--- config.mk ---
export PLATFORM = sky130hd
export DESIGN_NAME = seq_restoring_divider
export DESIGN_NICKNAME = d
export VERILOG_FILES = /design/src/rtl/seq_restoring_divider.sv
export SDC_FILE = /design/constraint.sdc
export NUM_CORES = 1
export LEC_CHECK = 0
export ABC_AREA = 1
export CELL_PAD_IN_SITES_DETAIL_PLACEMENT = 0
export CELL_PAD_IN_SITES_GLOBAL_PLACEMENT = 1
export CORE_MARGIN = 1.5
export CORE_UTILIZATION = 35
export DETAILED_ROUTE_END_ITERATION = 8
export MAX_ROUTING_LAYER = met4
export PLACE_DENSITY = 0.8
export SETUP_SLACK_MARGIN = 0.5
export SKIP_LAST_GASP = 1
export SLEW_MARGIN = 20
export SYNTH_ARGS = -nofsm -noshare
export SYNTH_HDL_FRONTEND = slang
export SYNTH_SLANG_ARGS = --single-unit
--- constraint.sdc ---
create_clock -name clk -period 3.2 [get_ports clk]
set_clock_uncertainty 0.05 [all_clocks]
set_input_delay 0.32 -clock clk [delete_from_list [all_inputs] [get_ports clk]]
set_output_delay 0.32 -clock clk [all_outputs]
set_load 0.02 [all_outputs]
--- src/rtl/seq_restoring_divider.sv ---
// seq_restoring_divider: multi-cycle unsigned restoring divider, one quotient bit per clock
//   clk, rst (async, active-high)
//   start, dividend, divisor          : request; operands sampled when accepted in IDLE
//   busy, done                        : handshake status decoded from the state register
//   quotient, remainder, div_by_zero  : registered results, held until the next accept
module seq_restoring_divider #(
    parameter int WIDTH = 8
) (
    input  logic             clk,
    input  logic             rst,
    input  logic             start,
    input  logic [WIDTH-1:0] dividend,
    input  logic [WIDTH-1:0] divisor,
    output logic             busy,
    output logic             done,
    output logic [WIDTH-1:0] quotient,
    output logic [WIDTH-1:0] remainder,
    output logic             div_by_zero
);
    localparam int CW = $clog2(WIDTH);
    localparam logic [CW-1:0] LAST = CW'(WIDTH - 1);

    typedef enum logic [1:0] {IDLE, RUN, DONE} state_t;

    state_t           state, state_n;
    logic [WIDTH-1:0] q, d;
    logic [WIDTH:0]   p, p_n;
    logic [CW-1:0]    cnt;
    logic [WIDTH+1:0] p_sh, t;
    logic [WIDTH-1:0] q_n;
    logic             ge, last, accept;

    // Trial subtract on the shifted partial remainder; a set top bit of t is the borrow.
    assign p_sh   = {p, q[WIDTH-1]};
    assign t      = p_sh - {2'b00, d};
    assign ge     = ~t[WIDTH+1];
    assign p_n    = ge ? t[WIDTH:0] : p_sh[WIDTH:0];
    assign q_n    = {q[WIDTH-2:0], ge};
    assign last   = cnt == LAST;
    assign accept = state == IDLE && start;

    always_ff @(posedge clk or posedge rst) begin
        if (rst) state <= IDLE;
        else     state <= state_n;
    end

    always_comb begin
        state_n = state == IDLE ? (start ? (divisor != '0 ? RUN : DONE) : IDLE) :
                  state == RUN  ? (last ? DONE : RUN) : IDLE;
    end

    always_comb begin
        busy = state != IDLE;
        done = state == DONE;
    end

    always_ff @(posedge clk or posedge rst) begin
        if (rst) begin
            q           <= '0;
            d           <= '0;
            p           <= '0;
            cnt         <= '0;
            quotient    <= '0;
            remainder   <= '0;
            div_by_zero <= 1'b0;
        end else if (accept) begin
            q   <= dividend;
            d   <= divisor;
            p   <= '0;
            cnt <= '0;
            // Divide by zero skips RUN; results are loaded now so they are valid in DONE.
            if (divisor == '0) begin
                quotient    <= '1;
                remainder   <= dividend;
                div_by_zero <= 1'b1;
            end
        end else if (state == RUN) begin
            q   <= q_n;
            p   <= p_n;
            cnt <= cnt + 1'b1;
            // Results are loaded on the final iteration so they are already valid while done is high.
            if (last) begin
                quotient    <= q_n;
                remainder   <= p_n[WIDTH-1:0];
                div_by_zero <= 1'b0;
            end
        end
    end
endmodule

==> summary.txt, run 1 <==
Results of an implementation run.

In this run, power in combinational logic comes to 2.24 mW. The ratio of cells with drive above 1 in the final layout is 10.38%. The yosys cell count is 329.

The layout inverter count without the clock tree is 50. The area of the multi-input gates is 1215 sq um. The clock tree buffer count of the final layout is 6. The worst-path cell with the longest stage delay is sky130_fd_sc_hd__dfrtp_1. Measured on the final layout, the clock distribution area share stands at 2.863%.

The area of the mapped netlist is 2630 sq um. The warning total across the stage logs is 26. The flop and latch count out of synthesis is 47.

Per the area breakdown, the dominant cell category is logic gates. Synthesis handed over a netlist of 329 instances. The number of port buffers is 37.

After Yosys synthesis, full adders, half adders and majority gates account for 5.519% of the synthesized area. The residual overflow from global routing is 0. The flip-flop count of the largest register after layout is 9. Among the non-sequential cells, simple AND/OR/NAND/NOR gates take the most area. Looking at the max-slew report, the worst-margin pin has a slew of 0.8082 ns. The type of the worst min-delay path is input port to asynchronous set/reset pin. The report lists the number of standard-cell rows as 31. The sum of routed wire segments on met1 is 3.070 mm. The count of flip-flops with a built-in enable after synthesis is 0. The total placed instance area is 3098 sq um. The per-cell via count in the routed design is 4.690. According to the floorplan report, the placeable core area is 7253 sq um.

Looking at the clock tree report, the H-tree level count equals 2. Entering global routing, the biggest net connects 48 pins. The least setup slack across all paths after layout is 1.168 ns.

The clock group power is 0.388 mW. The DRC violation total left in the routed layout is recorded as 0. The CTS tree is built.

Signal nets in the final route climb as high as met4. The capturing instance or port of the critical path is remainder[5]. The summed standard-cell area reported by yosys is 2630 sq um.

The worst slack on hold paths is 0.4089 ns. The startpoint of the worst register-to-register path is state[1]. The utilization after layout is 43.99%.

Per the timing report, the achievable frequency comes out to 492.2 MHz. In the finished design, the share of the clock period the worst path needs comes to 63.49%. The post-CTS setup buffer count is 0.

The number of nets with antenna violations after detailed routing is 0. The setup slack of the worst register-to-register path is 1.17 ns. The number of gates resized after CTS was 0. The flow ran to the end, and the final reports show no timing, DRC or antenna violations. The number of sequential cells in the layout is 47. The power drawn by the sequential cells is 1.06 mW. The first detailed-routing pass ran for 4 iterations.
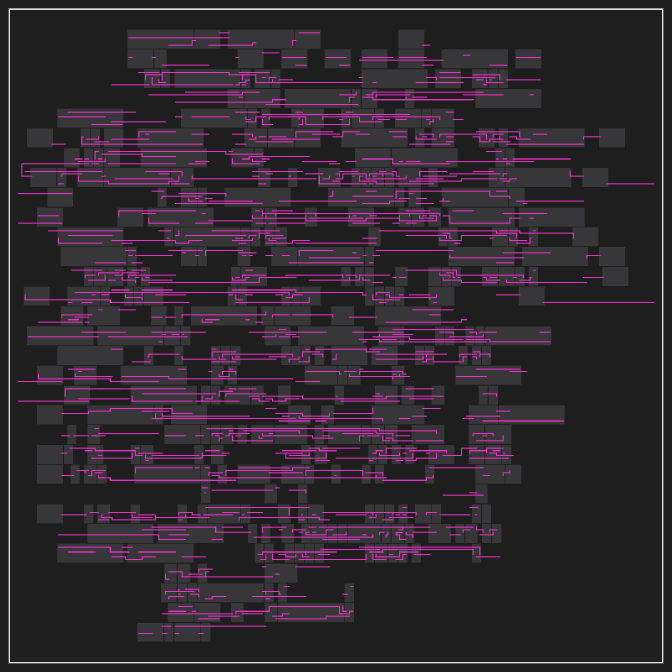
Figure 1: run 1, metal 1.
nets with wire on the layer = 366
longest straight run = 29.4 microns
share of all routed wire = 50%
wire length on this layer = 3070 microns

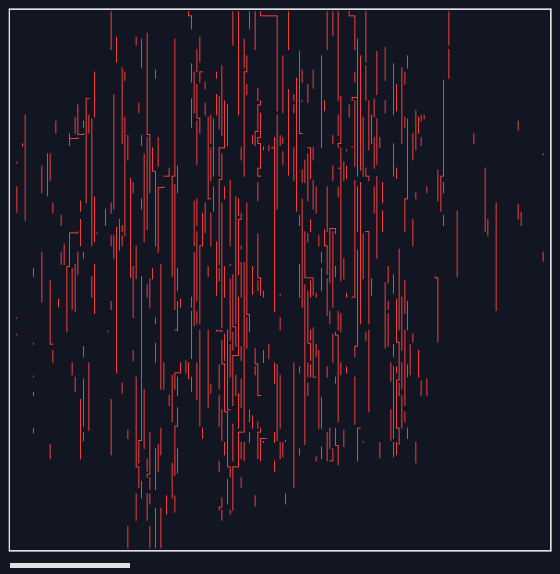
Figure 2: run 1, metal 2.
Bar = 20 microns.
nets with wire on the layer = 292
share of all routed wire = 44%
vias after detailed routing: 2181
wire length reported by the detailed router: 6.103 mm
met2 Track Usage GR: 23.54%

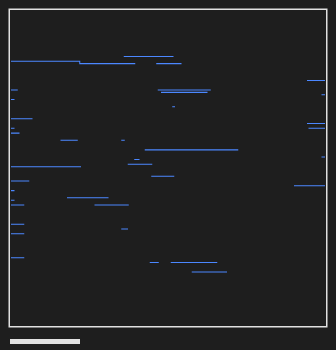
Figure 3: run 1, metal 3.
Bar = 20 microns.
share of all routed wire = 4.1%
main direction = horizontal
nets with wire on the layer = 30
wire length on this layer = 252 microns
longest straight run = 26.2 microns
met3 usage in global routing: 2.925%

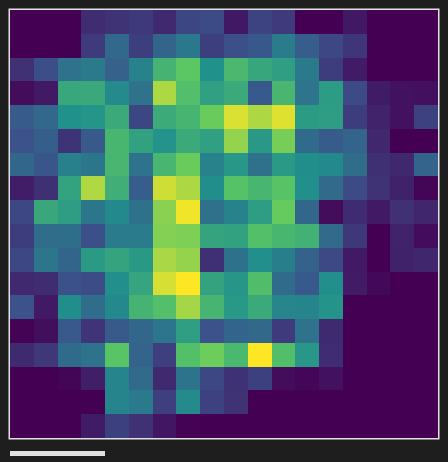
Figure 4: run 1, wire density map.
Bar = 20 microns. The die is cut into 18 by 18 equal tiles; dark purple is low, yellow is high, scaled to the fullest tile. Values are wire area over tile area, all layers added.
densest ninth of the die = center
mean over tiles = 0.12
fullest tile = 0.38
overall routing resource usage: 16.55%
WL/cell: 13.12 microns

Figure 5. The clock network (run 1).
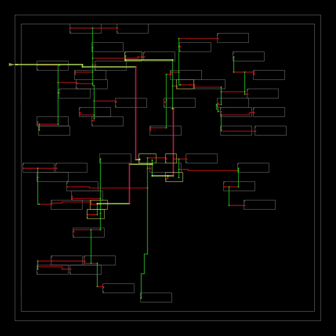

==> inputs of run 2 (changes only) <==
PLACE_DENSITY = 0.83   (was 0.8)
clock period = 1.7 ns   (was 3.2 ns; I/O delays follow)
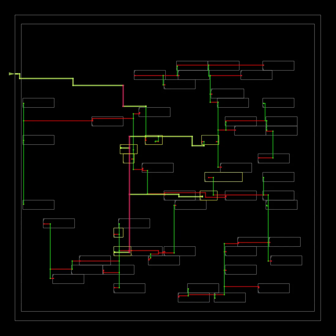
Figure 6: run 2, the clock network.
number of clock buffer instances in the layout: 5
num sequential: 47
Worst-Skew Late Latency: 0.31 ns

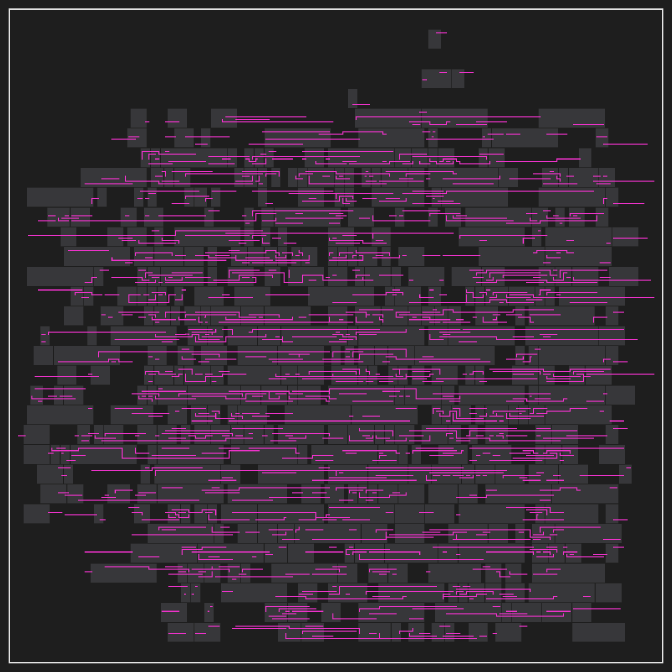
Figure 7: run 2, metal 1.
share of all routed wire = 41%
nets with wire on the layer = 441
main direction = horizontal
wire length on this layer = 3560 microns
longest straight run = 48.3 microns
wire length reported by the detailed router: 8.622 mm
met1 Use GR: 23.84%
vias after detailed routing: 2629

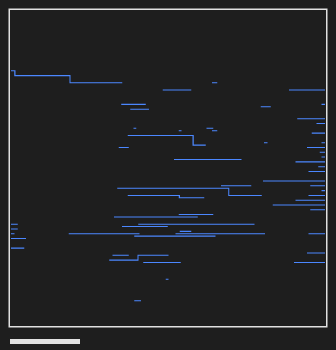
Figure 8: run 2, metal 3.
Bar = 20 microns.
share of all routed wire = 5.7%
longest straight run = 32.7 microns

==> run 2 against run 1 <==
  * The run now ends with negative setup slack left
  * Clock-buffer cell count down 1
  * Register-to-register slack worse by 1.3 ns
  * Cell area rose by 39%
  * Routed wire length rose by 41%
  * Core utilization increased by 17 points
  * Hold slack worse by 0.20 ns
  * First-iteration DRC count rose by 18%
  * Total power increased to 2.7 times the previous value
  * Largest cell class unchanged
  * Largest power group unchanged
  * Highest routed layer unchanged
==> summary.txt, run 2 <==
Results of an implementation run.

The worst-path cell with the longest stage delay is sky130_fd_sc_hd__dfrtp_1. The warning total across the stage logs is 29 (+12%). The synthesized-area fraction occupied by adder cells was 5.519% (unchanged).

The post-layout period usage of the worst path was 110.5% (+47 points). The area of the mapped netlist is 2630 sq um (unchanged). The utilization after layout was 61.01% (+17 points). The number of cell rows is 31 (unchanged). The ratio of cells with drive above 1 in the final layout is 47.97% (+38 points).

The flop and latch count out of synthesis is 47 (unchanged). The per-cell via count in the routed design is 4.842 (+3.2%). The CTS tree is built. The slew at the pin with the worst max-slew slack is 0.3029 ns (-0.5052 ns).

The run finished, with violations left. Endpoints with negative setup slack in the final report add up to 19. The worst slack on hold paths is 0.2109 ns (-0.1980 ns). The final reports fail on negative setup slack.

The H-tree depth is 2 (unchanged). The count of flip-flops with a built-in enable after synthesis was 0 (unchanged). The startpoint of the worst register-to-register path is p[3]. The number of port buffers was 37 (unchanged). The total global routing track utilization is 20.30% (+3.8 points). The routed wire length per instance is 15.88 microns (+21%). The clock group power is 0.859 mW (+120%). The least setup slack across all paths after layout is -0.1791 ns (-1.347 ns). The met3 capacity usage during global routing is 3.382% (+0.46 points). The yosys cell count is 329 (unchanged).

For reference, the critical path is captured by remainder[0]. The number of nets with antenna violations after detailed routing came to 0 (unchanged). The maximum achievable frequency came to 532.2 MHz (+8.1%).

The area of the multi-input gates is 1669 sq um (+37%). The first-pass iteration count of the detailed router is 4 (unchanged). The met2 track demand over resource in global routing is 35.55% (+12 points). The post-synthesis instance total is 329 (unchanged). The residual overflow from global routing is 0 (unchanged). The setup slack of the worst register-to-register path came to -0.18 ns (-1.35 ns).

Of the combinational cells, the family taking the most area is simple AND/OR/NAND/NOR gates. The total DRC errors in the routed layout is 0 (unchanged). The layout inverter count without the clock tree is 51 (+2.0%). The pin count of the biggest net entering global routing is 48 (unchanged).
Figure 9. Signal wires on met4 (run 2).
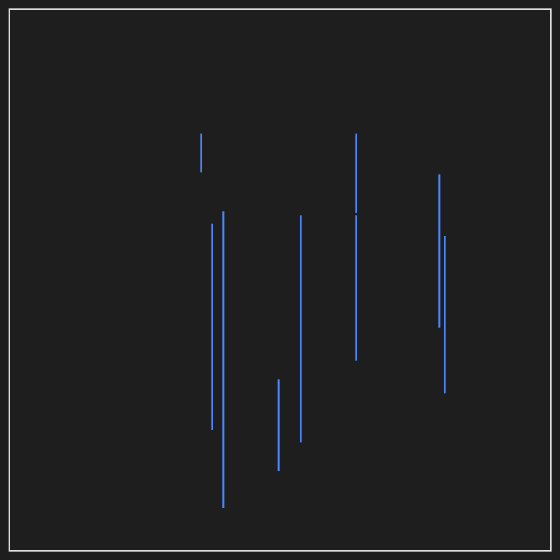

==> inputs of run 3 (changes only) <==
CORE_UTILIZATION = 36   (was 35)
PLACE_DENSITY = 0.84   (was 0.83)
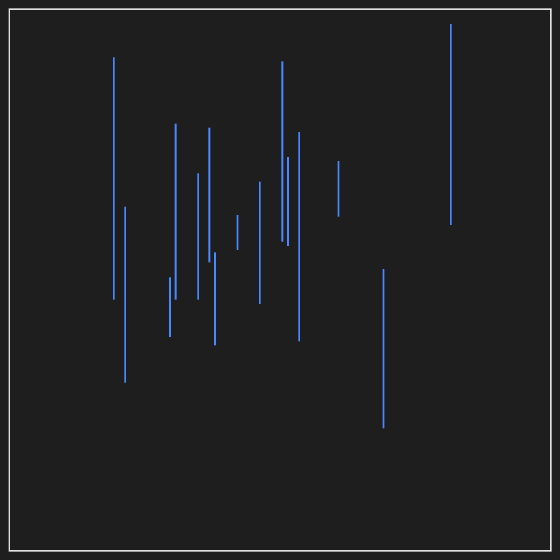
Figure 10: run 3, signal wires on met4.
nets with wire on the layer = 14
longest straight run = 39.4 microns
main direction = vertical
vias after detailed routing: 2794
wire length reported by the detailed router: 9.370 mm

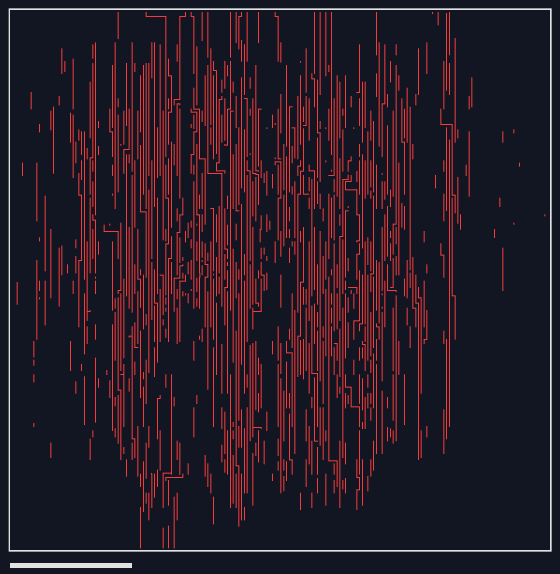
Figure 11: run 3, metal 2.
Bar = 20 microns.
wire length on this layer = 4660 microns
longest straight run = 46.9 microns
main direction = vertical
nets with wire on the layer = 404
share of all routed wire = 50%
met2 Track Usage GR: 35.39%

==> run 3 against run 2 <==
  * Total power up 3.3%
  * Core utilization is 4.0 points higher
  * Largest power group unchanged
  * Combinational power up 6.2%
  * Area after synthesis stayed put
  * First-iteration DRC count up 57%
  * Hold slack lost 0.0065 ns
  * Non-clock buffer count rose by 1
  * Clock power is 16% lower
  * Register-to-register slack got worse by 0.06 ns
  * Final cell count is 0.55% lower
  * The run still ends with negative setup slack left
  * Worst setup slack worse by 0.062 ns
  * Routed wire length up 8.7%
==> summary.txt, run 3 <==
Results of an implementation run.

The run finished, with violations left. The final reports fail on negative setup slack. The warning total across the stage logs is 29 (unchanged). The per-cell via count in the routed design was 5.174 (+6.9%). The pin count of the biggest net entering global routing was 48 (unchanged).

The layout inverter count without the clock tree was 51 (unchanged). The number of sequential cells in the layout is 47 (unchanged). The prevailing logic family in the synthesized netlist is simple AND/OR/NAND/NOR gates.

The CTS tree is built. The first global-routing pass estimated 12.63 mm of wire. The first-pass iteration count of the detailed router is 5 (+1). The least setup slack across all paths after layout is -0.2414 ns (-0.06227 ns). The total global routing track utilization is 21.96% (+1.7 points). The setup slack of the worst register-to-register path was -0.24 ns (-0.06 ns). The setup-violating endpoint count in the final report was 19 (unchanged). The count of flip-flops with a built-in enable after synthesis is 0 (unchanged). The residual overflow from global routing came to 0 (unchanged). The area of the multi-input gates is 1782 sq um (+6.7%). The number of cell rows is 30 (-3.2%). The startpoint of the worst register-to-register path is p[3]. The post-synthesis instance total is 329 (unchanged). The worst-path cell with the longest stage delay is sky130_fd_sc_hd__dfrtp_1. The clock tree buffer count of the final layout is 6 (+1).

The capturing instance or port of the critical path is remainder[4]. The worst slack on hold paths is 0.2044 ns (-0.006484 ns). The H-tree depth came to 2 (unchanged). The clock group power is 0.723 mW (-16%). The area of the mapped netlist was 2630 sq um (unchanged). The post-layout period usage of the worst path came to 114.2% (+3.7 points). The layout report lists the combined flip-flop and latch area as 1176 sq um. The flop and latch count out of synthesis came to 47 (unchanged). The yosys cell count is 329 (unchanged).

The synthesized-area fraction occupied by adder cells is 5.519% (unchanged). The routed wire length per instance is 17.35 microns (+9.3%). The met1 track utilization from global routing came to 29.35% (+5.5 points). The source-to-sink clock delay at the later pin of the worst-skew pair is 0.32 ns (about the same). For this run, the script counts the antenna cells in the layout as 0. The number of nets with antenna violations after detailed routing came to 0 (unchanged). The ratio of cells with drive above 1 in the final layout is 50.00% (+2.0 points).
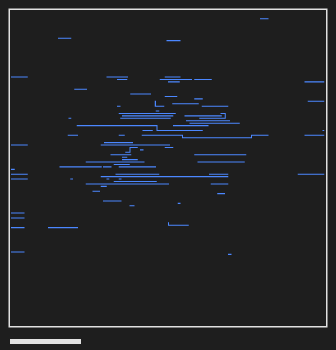
Figure 12: run 3, metal 3.
Bar = 20 microns.
met3 usage in global routing: 3.358%

No activity file was given, so power comes from the tool's default toggle rates.
